[config.mk]
export PLATFORM = sky130hd
export DESIGN_NAME = dma_desc_sched
export DESIGN_NICKNAME = d
export VERILOG_FILES = /design/src/rtl/dma_desc_sched.sv
export SDC_FILE = /design/constraint.sdc
export NUM_CORES = 1
export LEC_CHECK = 0
export CAP_MARGIN = 0
export CORE_MARGIN = 2
export CORE_UTILIZATION = 54
export DETAILED_ROUTE_END_ITERATION = 10
export GPL_TIMING_DRIVEN = 0
export HOLD_SLACK_MARGIN = 0.15
export PLACE_DENSITY = 0.91
export SETUP_SLACK_MARGIN = 0.05
export SYNTH_ARGS = -nofsm -noshare
export SYNTH_HDL_FRONTEND = slang
export SYNTH_SLANG_ARGS = --single-unit
[constraint.sdc]
create_clock -name clk -period 12.38 [get_ports clk]
set_clock_uncertainty 0.15 [all_clocks]
set_input_delay 1.857 -clock clk [delete_from_list [all_inputs] [get_ports clk]]
set_output_delay 1.857 -clock clk [all_outputs]
set_load 0.1 [all_outputs]
[src/rtl/dma_desc_sched.sv]
// Descriptor-queue DMA scheduler: runs queued descriptors back-to-back through the read/write streamers.
// Optional stall watchdog is enabled by defining DMA_WDOG_EN.
//
// state  | meaning
// IDLE   | waiting for a queued descriptor
// LOAD   | pop queue head into cur_* (zero-length retires here)
// RUN    | streamers active until both done and AXI drained
// DRAIN  | halted (abort/error), waiting for AXI to drain before flush
// DONE   | one-cycle clear_dma_o, then back to IDLE
module dma_desc_sched #(
    parameter int ADDR_W      = 32,
    parameter int BYTES_W     = 32,
    parameter int DESC_DEPTH  = 4,
    parameter int CNT_W       = 16,
    parameter int HALT_ON_ERR = 1,
    parameter int WDOG_CYCLES = 1024
) (
    input  logic                          clk,
    input  logic                          rst,
    input  logic                          desc_valid_i,
    output logic                          desc_ready_o,
    input  logic [ADDR_W-1:0]             desc_src_addr_i,
    input  logic [ADDR_W-1:0]             desc_dst_addr_i,
    input  logic [BYTES_W-1:0]            desc_num_bytes_i,
    input  logic                          abort_i,
    input  logic                          error_clr_i,
    input  logic                          axi_pend_txn_i,
    input  logic                          axi_err_valid_i,
    input  logic                          axi_err_src_i,
    input  logic [ADDR_W-1:0]             axi_err_addr_i,
    output logic                          stream_rd_valid_o,
    input  logic                          stream_rd_done_i,
    input  logic                          stream_rd_err_valid_i,
    input  logic [ADDR_W-1:0]             stream_rd_err_addr_i,
    output logic                          stream_wr_valid_o,
    input  logic                          stream_wr_done_i,
    input  logic                          stream_wr_err_valid_i,
    input  logic [ADDR_W-1:0]             stream_wr_err_addr_i,
    output logic [ADDR_W-1:0]             cur_src_addr_o,
    output logic [ADDR_W-1:0]             cur_dst_addr_o,
    output logic [BYTES_W-1:0]            cur_num_bytes_o,
    output logic                          dma_active_o,
    output logic                          clear_dma_o,
    output logic                          desc_done_o,
    output logic [CNT_W-1:0]              done_cnt_o,
    output logic [$clog2(DESC_DEPTH):0]   queue_level_o,
    output logic                          error_valid_o,
    output logic [1:0]                    error_src_o,
    output logic [ADDR_W-1:0]             error_addr_o,
    output logic [CNT_W-1:0]              error_desc_idx_o
);

    localparam int PTR_W = $clog2(DESC_DEPTH);
    localparam int LVL_W = PTR_W + 1;
    localparam logic HALT = (HALT_ON_ERR != 0);

    typedef enum logic [2:0] {
        S_IDLE,
        S_LOAD,
        S_RUN,
        S_DRAIN,
        S_DONE
    } state_t;

    state_t state;

    logic [ADDR_W-1:0]  src_q [DESC_DEPTH];
    logic [ADDR_W-1:0]  dst_q [DESC_DEPTH];
    logic [BYTES_W-1:0] len_q [DESC_DEPTH];
    logic [PTR_W-1:0]   wr_ptr;
    logic [PTR_W-1:0]   rd_ptr;
    logic [LVL_W-1:0]   level;

    logic               rd_done_ff;
    logic               wr_done_ff;
    logic               run_done;
    logic               err_lock;
    logic [CNT_W-1:0]   done_cnt;
    logic               err_valid;
    logic [1:0]         err_src;
    logic [ADDR_W-1:0]  err_addr;
    logic [CNT_W-1:0]   err_idx;

    logic               full;
    logic               push;
    logic               pop;
    logic               flush;
    logic [ADDR_W-1:0]  head_src;
    logic [ADDR_W-1:0]  head_dst;
    logic [BYTES_W-1:0] head_len;
    logic               load_zero;
    logic               run_retire;
    logic               retire;
    logic               more_after_load;
    logic               more_after_run;
    logic               err_state;
    logic               any_err;
    logic               capture;
    logic               halt;
    logic [1:0]         cap_src;
    logic [ADDR_W-1:0]  cap_addr;
    logic               wdog_err;

    assign full     = (level == LVL_W'(DESC_DEPTH));
    assign push     = desc_valid_i && desc_ready_o;
    assign pop      = (state == S_LOAD);
    assign flush    = ((state == S_IDLE) && abort_i) || ((state == S_DRAIN) && !axi_pend_txn_i);
    assign head_src = src_q[rd_ptr];
    assign head_dst = dst_q[rd_ptr];
    assign head_len = len_q[rd_ptr];

    // A zero-length descriptor is complete the moment it is loaded, so it retires in LOAD unconditionally.
    assign load_zero  = (state == S_LOAD) && (head_len == '0);
    assign run_retire = (state == S_RUN) && rd_done_ff && wr_done_ff && !axi_pend_txn_i
                        && !abort_i && !halt;
    assign retire     = load_zero || run_retire;

    // Count a same-cycle push so DONE is never entered with a descriptor waiting.
    assign more_after_load = (level > LVL_W'(1)) || push;
    assign more_after_run  = (level != '0) || push;

    assign err_state = (state == S_LOAD) || (state == S_RUN) || (state == S_DRAIN);
    assign any_err   = axi_err_valid_i || stream_rd_err_valid_i || stream_wr_err_valid_i || wdog_err;
    assign capture   = err_state && any_err && (!err_lock || error_clr_i);
    assign halt      = capture && HALT;

    always_comb begin
        cap_src  = 2'b00;
        cap_addr = '0;
        if (axi_err_valid_i) begin
            cap_src  = {1'b1, axi_err_src_i};
            cap_addr = axi_err_addr_i;
        end else if (stream_rd_err_valid_i) begin
            cap_src  = 2'b00;
            cap_addr = stream_rd_err_addr_i;
        end else if (stream_wr_err_valid_i) begin
            cap_src  = 2'b01;
            cap_addr = stream_wr_err_addr_i;
        end else if (wdog_err) begin
            cap_src  = 2'b11;
            cap_addr = cur_src_addr_o;
        end
    end

`ifdef DMA_WDOG_EN
    localparam int WD_W = $clog2(WDOG_CYCLES + 1);
    logic [WD_W-1:0] wdog_cnt;

    always_ff @(posedge clk) begin
        if (rst) begin
            wdog_cnt <= '0;
        end else if ((state == S_LOAD) || stream_rd_done_i || stream_wr_done_i) begin
            wdog_cnt <= '0;
        end else if ((state == S_RUN) && (wdog_cnt != WD_W'(WDOG_CYCLES))) begin
            wdog_cnt <= wdog_cnt + 1'b1;
        end
    end

    assign wdog_err = (state == S_RUN) && (wdog_cnt == WD_W'(WDOG_CYCLES));
`else
    assign wdog_err = 1'b0;
`endif

    always_ff @(posedge clk) begin
        if (rst) begin
            wr_ptr <= '0;
            rd_ptr <= '0;
            level  <= '0;
            for (int i = 0; i < DESC_DEPTH; i++) begin
                src_q[i] <= '0;
                dst_q[i] <= '0;
                len_q[i] <= '0;
            end
        end else if (flush) begin
            wr_ptr <= '0;
            rd_ptr <= '0;
            level  <= '0;
        end else begin
            if (push) begin
                src_q[wr_ptr] <= desc_src_addr_i;
                dst_q[wr_ptr] <= desc_dst_addr_i;
                len_q[wr_ptr] <= desc_num_bytes_i;
                wr_ptr        <= wr_ptr + 1'b1;
            end
            if (pop) begin
                rd_ptr <= rd_ptr + 1'b1;
            end
            case ({push, pop})
                2'b10:   level <= level + 1'b1;
                2'b01:   level <= level - 1'b1;
                default: level <= level;
            endcase
        end
    end

    always_ff @(posedge clk) begin
        if (rst) begin
            state           <= S_IDLE;
            cur_src_addr_o  <= '0;
            cur_dst_addr_o  <= '0;
            cur_num_bytes_o <= '0;
            rd_done_ff      <= 1'b0;
            wr_done_ff      <= 1'b0;
            run_done        <= 1'b0;
            done_cnt        <= '0;
            err_lock        <= 1'b0;
            err_valid       <= 1'b0;
            err_src         <= 2'b00;
            err_addr        <= '0;
            err_idx         <= '0;
        end else begin
            run_done <= run_retire;
            if (retire && (done_cnt != {CNT_W{1'b1}})) begin
                done_cnt <= done_cnt + 1'b1;
            end

            if (capture) begin
                err_lock  <= 1'b1;
                err_valid <= 1'b1;
                err_src   <= cap_src;
                err_addr  <= cap_addr;
                err_idx   <= done_cnt;
            end else if (error_clr_i) begin
                err_lock  <= 1'b0;
                err_valid <= 1'b0;
                err_src   <= 2'b00;
                err_addr  <= '0;
                err_idx   <= '0;
            end

            case (state)
                S_IDLE: begin
                    if (!abort_i && (level != '0)) begin
                        state <= S_LOAD;
                    end
                end
                S_LOAD: begin
                    cur_src_addr_o  <= head_src;
                    cur_dst_addr_o  <= head_dst;
                    cur_num_bytes_o <= head_len;
                    rd_done_ff      <= 1'b0;
                    wr_done_ff      <= 1'b0;
                    if (abort_i || halt) begin
                        state <= S_DRAIN;
                    end else if (load_zero) begin
                        state <= more_after_load ? S_LOAD : S_DONE;
                    end else begin
                        state <= S_RUN;
                    end
                end
                S_RUN: begin
                    if (stream_rd_valid_o && stream_rd_done_i) begin
                        rd_done_ff <= 1'b1;
                    end
                    if (stream_wr_valid_o && stream_wr_done_i) begin
                        wr_done_ff <= 1'b1;
                    end
                    if (abort_i || halt) begin
                        state <= S_DRAIN;
                    end else if (run_retire) begin
                        state <= more_after_run ? S_LOAD : S_DONE;
                    end
                end
                S_DRAIN: begin
                    if (!axi_pend_txn_i) begin
                        state <= S_DONE;
                    end
                end
                S_DONE: begin
                    state <= S_IDLE;
                end
                default: begin
                    state <= S_IDLE;
                end
            endcase
        end
    end

    assign desc_ready_o      = !full && (state != S_DRAIN);
    assign stream_rd_valid_o = (state == S_RUN) && !rd_done_ff;
    assign stream_wr_valid_o = (state == S_RUN) && !wr_done_ff;
    assign dma_active_o      = (state == S_LOAD) || (state == S_RUN) || (state == S_DRAIN);
    assign clear_dma_o       = (state == S_DONE);
    assign desc_done_o       = run_done || load_zero;
    assign done_cnt_o        = done_cnt;
    assign queue_level_o     = level;
    assign error_valid_o     = err_valid;
    assign error_src_o       = err_src;
    assign error_addr_o      = err_addr;
    assign error_desc_idx_o  = err_idx;

endmodule
==> impl_metrics.yaml <==
# flow metrics
placement:
  gp_congestion: 0.962
  dp_hpwl_um: 52500
layout:
  buffers: 524
  seq_cell_count: 562
  area_growth_syn_to_layout_pct: 28.0
  fin_area_um2: 30700
  logic_area_um2: 8370
  nets: 2560
  fillCellCount: 2960
grt:
  antenna_found_initial: 8
  met1_usage: 0.371
clock_network:
  cts_resized: 0
  cts-root-buf: "clkbuf_16"
logic_synthesis:
  synthesis.area_um2: 24000
  synthSimpleGateAreaFrac: 0.188
  synth_async_sr_flop_share: 0
  syn_inst: 1907
  ys.flop_type: "edfxtp_1"
  top_area_frac: 0.480
  edf_count: 384
drt:
  wire_per_inst_um: 24.7
  vias: 17500
  antenna_left: 0
  drc: 0
  dr.max_layer_used: "met5"
critical_path:
  worst_setup_path_start_kind: "flop"
  critPathKind: "reg2out"
  end_kind: "output port"
final_timing:
  max_freq_ghz: 0.142
  fin_crit_ns: 7.02
  hold-worst-slack_ns: 0.309
  tns_ns: 0
power:
  seq_power_mw: 2.32
  swShare: 0.358
  finalPower_mw: 5.93
  clock_power_share: 0.300
  p_per_area_nw_per_um2: 193
  seq_power_share: 0.392
floorplan:
  dieArea_um2: 46200
  die_x_um: 215
  core_area_um2: 44000
status:
  status: "completed"
worst_hold_path:
  hold_start: "cur_dst_addr_o[14]"
-- critical path, stage by stage (launching register included) --
cell             delay, ns
dfxtp_1               0.30
buf_2                 0.25
buf_2                 0.37
clkbuf_1              0.61
mux4_2                0.46
nor4_1                0.28
nand4_1               0.16
or4_4                 0.58
nand2b_1              0.15
clkdlybuf4s50_1       1.21
-- sequential cells by signal (all words and copies together), names as in the netlist, named ones only --
name,flops
cur_num_bytes_o,32
cur_dst_addr_o,32
error_valid_o,1
cur_src_addr_o,32
src_q,128
wr_done_ff,1
error_addr_o,32
wr_ptr,2
dst_q,128
error_desc_idx_o,16
run_done,1
rd_ptr,2
state,3
queue_level_o,3
error_src_o,2
len_q,128
rd_done_ff,1
done_cnt_o,16
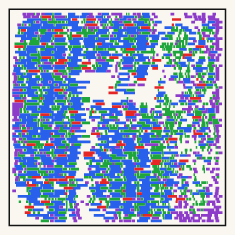
class_map.png
Drawn at 1 px/um.
class	colour	cells
remaining buffers and delay cells	purple	524
registers	blue	562
clock drivers and dummy loads	red	104
remaining logic cells	green	1,206

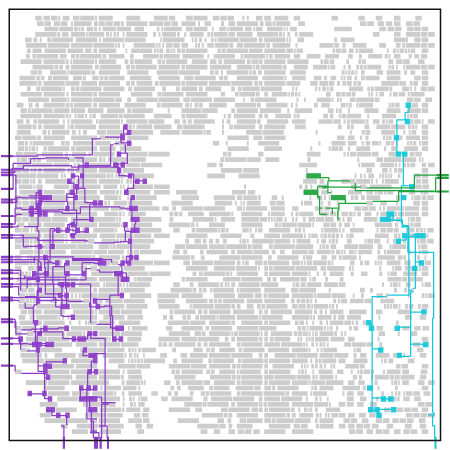
port_trees.png
Drawn at 2 px/um.
port	colour	direction	edge	end cells	buffers	wire
stream_rd_err_valid_i	cyan	input	south	30	4	483 um
desc_src_addr_i	purple	input	27 west, 5 south	128	32	2,000 um
queue_level_o	green	output	east	3	3	236 um
# port buffers: 373
num ports: 376

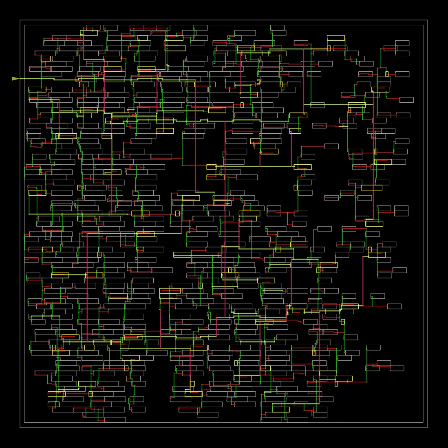
clock_nets.png
clkbuf count: 78
Insertion Delay late pin: 0.62 ns
TritonCTS buffer count: 56

Power figures rest on the tool's default switching activity, not on a simulated workload.
